## src/rtl/adc_scan_ctrl.sv

```systemverilog
// adc_scan_ctrl: multi-channel SPI ADC sequencer with pipelined per-channel config and a one-entry result buffer
module adc_scan_ctrl #(
  parameter int DATA_W = 12,
  parameter int CFG_W = 6,
  parameter int N_CH = 8,
  parameter int SCK_DIV = 25,
  parameter int CONV_CYCLES = 80,
  localparam int CH_W = (N_CH > 1) ? $clog2(N_CH) : 1
) (
  input  logic                  clk,
  input  logic                  rst,
  input  logic                  start,
  input  logic                  stop,
  input  logic                  continuous,
  input  logic [N_CH-1:0]       ch_mask,
  input  logic [N_CH*CFG_W-1:0] cfg_in,
  output logic                  convst,
  output logic                  sck,
  output logic                  sdi,
  input  logic                  sdo,
  output logic [DATA_W-1:0]     result_data,
  output logic [CH_W-1:0]       result_ch,
  output logic                  result_valid,
  input  logic                  result_ready,
  output logic                  busy,
  output logic                  overrun
);
  localparam int NB = (DATA_W > CFG_W) ? DATA_W : CFG_W;
  localparam int BW = $clog2(NB + 1);
  localparam int DW = $clog2(SCK_DIV + 1);
  localparam int CW = $clog2(CONV_CYCLES + 1);
  localparam logic [1:0] IDLE = 2'd0, CONV = 2'd1, SHIFT = 2'd2, DONE = 2'd3;
  logic [1:0] state;
  logic [CW-1:0] cnt;
  logic [DW-1:0] div;
  logic [BW-1:0] bitc;
  logic [NB-1:0] tx, cfg_w;
  logic [DATA_W-1:0] rx;
  logic [N_CH-1:0] mask;
  logic cont, stop_l, prime;
  logic [CH_W-1:0] ptr, prev, first, sel;
  logic [N_CH*CFG_W-1:0] cfg_sh;
  // first enabled channel strictly after p, wrapping; p itself is reached last
  function automatic logic [CH_W-1:0] nxt(input logic [CH_W-1:0] p, input logic [N_CH-1:0] m);
    logic [N_CH-1:0] r;
    nxt = p;
    for (int i = N_CH; i >= 1; i--) begin
      r = m >> ((int'(p) + i) % N_CH);
      if (r[0]) nxt = CH_W'((int'(p) + i) % N_CH);
    end
  endfunction
  always_comb begin
    sel = (state == IDLE) ? nxt(CH_W'(N_CH - 1), ch_mask) : nxt(ptr, mask);
    cfg_sh = cfg_in >> (int'(sel) * CFG_W);
    cfg_w = NB'(cfg_sh[CFG_W-1:0]);
  end
  assign convst = state == CONV;
  assign busy = state != IDLE;
  always_ff @(posedge clk) begin
    if (!rst) begin
      state <= IDLE;
      cnt <= '0;
      div <= '0;
      bitc <= '0;
      tx <= '0;
      rx <= '0;
      mask <= '0;
      cont <= 1'b0;
      stop_l <= 1'b0;
      prime <= 1'b0;
      ptr <= '0;
      prev <= '0;
      first <= '0;
      sck <= 1'b0;
      sdi <= 1'b0;
      result_data <= '0;
      result_ch <= '0;
      result_valid <= 1'b0;
      overrun <= 1'b0;
    end else begin
      if (result_valid && result_ready) result_valid <= 1'b0;
      if (stop && state != IDLE) stop_l <= 1'b1;
      case (state)
        IDLE: if (start && |ch_mask) begin
          state <= CONV;
          mask <= ch_mask;
          cont <= continuous;
          stop_l <= 1'b0;
          prime <= 1'b1;
          overrun <= 1'b0;
          ptr <= sel;
          first <= sel;
          cnt <= '0;
          tx <= cfg_w;
        end
        CONV: if (cnt == CW'(CONV_CYCLES - 1)) begin
          state <= SHIFT;
          cnt <= '0;
          div <= '0;
          bitc <= '0;
          sdi <= tx[0];
          tx <= tx >> 1;
        end else cnt <= cnt + 1'b1;
        SHIFT: if (div == DW'(SCK_DIV - 1)) begin
          div <= '0;
          sck <= ~sck;
          if (!sck) begin
            if (bitc < BW'(DATA_W)) rx <= {sdo, rx[DATA_W-1:1]};
          end else begin
            bitc <= bitc + 1'b1;
            sdi <= tx[0];
            tx <= tx >> 1;
            if (bitc == BW'(NB - 1)) state <= DONE;
          end
        end else div <= div + 1'b1;
        DONE: begin
          if (!prime) begin
            result_valid <= 1'b1;
            result_data <= rx;
            result_ch <= prev;
            if (result_valid && !result_ready) overrun <= 1'b1;
          end
          prime <= 1'b0;
          prev <= ptr;
          ptr <= sel;
          tx <= cfg_w;
          cnt <= '0;
          state <= (!prime && (stop_l || (!cont && ptr == first))) ? IDLE : CONV;
        end
      endcase
    end
  end
endmodule

```

## config.mk

```make
export PLATFORM = sky130hd
export DESIGN_NAME = adc_scan_ctrl
export DESIGN_NICKNAME = d
export VERILOG_FILES = /design/src/rtl/adc_scan_ctrl.sv
export SDC_FILE = /design/constraint.sdc
export NUM_CORES = 1
export LEC_CHECK = 0
export CAP_MARGIN = 30
export CORE_AREA = 10 10 103 105
export CTS_BUF_LIST = sky130_fd_sc_hd__clkbuf_8 sky130_fd_sc_hd__clkbuf_16
export CTS_CLUSTER_DIAMETER = 150
export DETAILED_ROUTE_END_ITERATION = 8
export DIE_AREA = 0 0 113 115
export PLACE_DENSITY_LB_ADDON = 0.12
export SLEW_MARGIN = 15
export SYNTH_ARGS = -nofsm -noshare
export SYNTH_HDL_FRONTEND = slang
export SYNTH_SLANG_ARGS = --single-unit
```

## constraint.sdc

```tcl
create_clock -name clk -period 7 [get_ports clk]
set_input_delay 1.4 -clock clk [delete_from_list [all_inputs] [get_ports clk]]
set_output_delay 1.4 -clock clk [all_outputs]
set_load 0.02 [all_outputs]
```

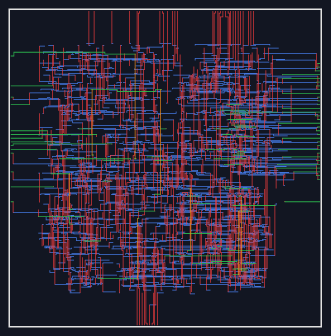
Fig. 1. Wiring by layer.
M4 -> orange  # wire length 207 um
M1 -> blue  # wire length 5830 um
M2 -> red  # wire length 5730 um
M3 -> green  # wire length 794 um

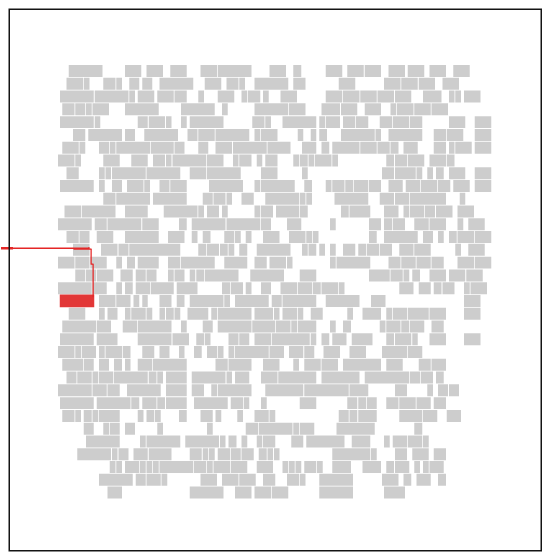
Fig. 2. Port wiring.
`sdi` -> red  # bits 1, direction output, edge left, end cells 1, wire 30.8 um

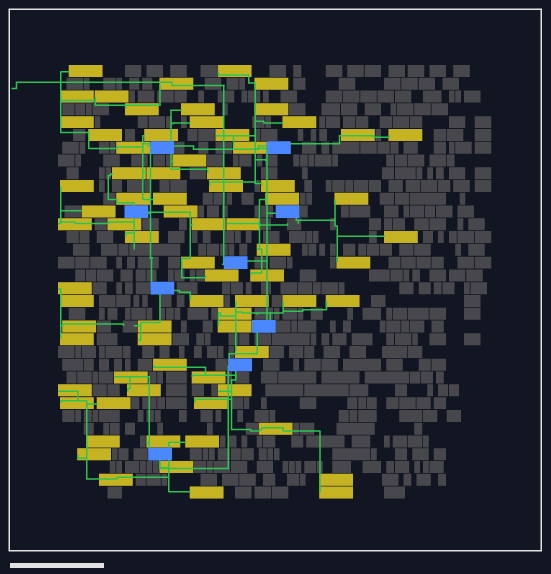
Fig. 3. Clock wires, drivers and flops.
Bar = 20 um.
flip-flops -> yellow  # count 75
clock wires -> green  # length 902 um
clock-net drivers -> blue  # count 9
routed clock nets = 10

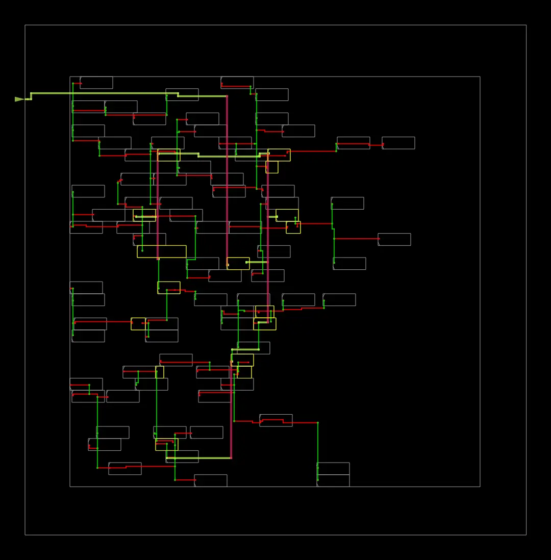
Fig. 4. The clock network.
Clk. pwr: 0.347 mW
number of clock sinks: 75
Worst Skew: 15.4 ps
CTS Buf Count: 9

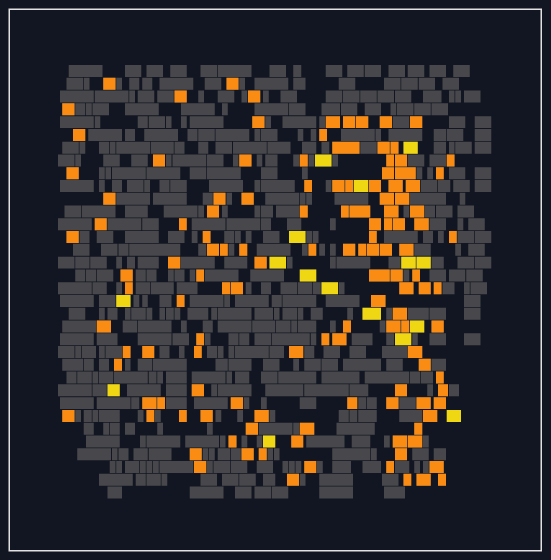
Fig. 5. Gate-type map.
aoi and oai cells -> orange  # cells 129, most used a21boi_0
non-inverting ao/oa cells -> yellow  # cells 16

==> run_results.csv <==
group,metric,value,unit
run_status,status,"finished clean",
synthesis,fp_nets,634,
cts,hold_buffers,0,
routing,wl_met2,5730,um
routing,drt-initial-drc-count,236,
routing,drc,0,
global_routing,first_global_vias,4122,
power,cellPowerDensity,349,nW/um^2
floorplan,taps,108,
synthesis,ys.flops,75,
routing,dr.max_layer_used,"met4",
final_layout,drive_gt1_share,8.04,%
final_layout,ff_count,75,
setup_path,start_kind,"register",
setup_path,regToRegEndpoint,"tx[0]",
global_routing,grt_remaining_overflow,0,
power,power_frac_clock,17.2,%
final_layout,seq_area,1500,um^2
timing,min_period_over_period,71.2,%
synthesis,ys_top_cells_by_count,"88 x nand2_1, 75 x dfxtp_1, 37 x mux2i_1",
global_routing,use_met2,30.3,%
power,powerSeq,0.563,mW
final_layout,mostFrequentLayoutCell,"nand2_1",
Power and IR drop assume default switching activity.
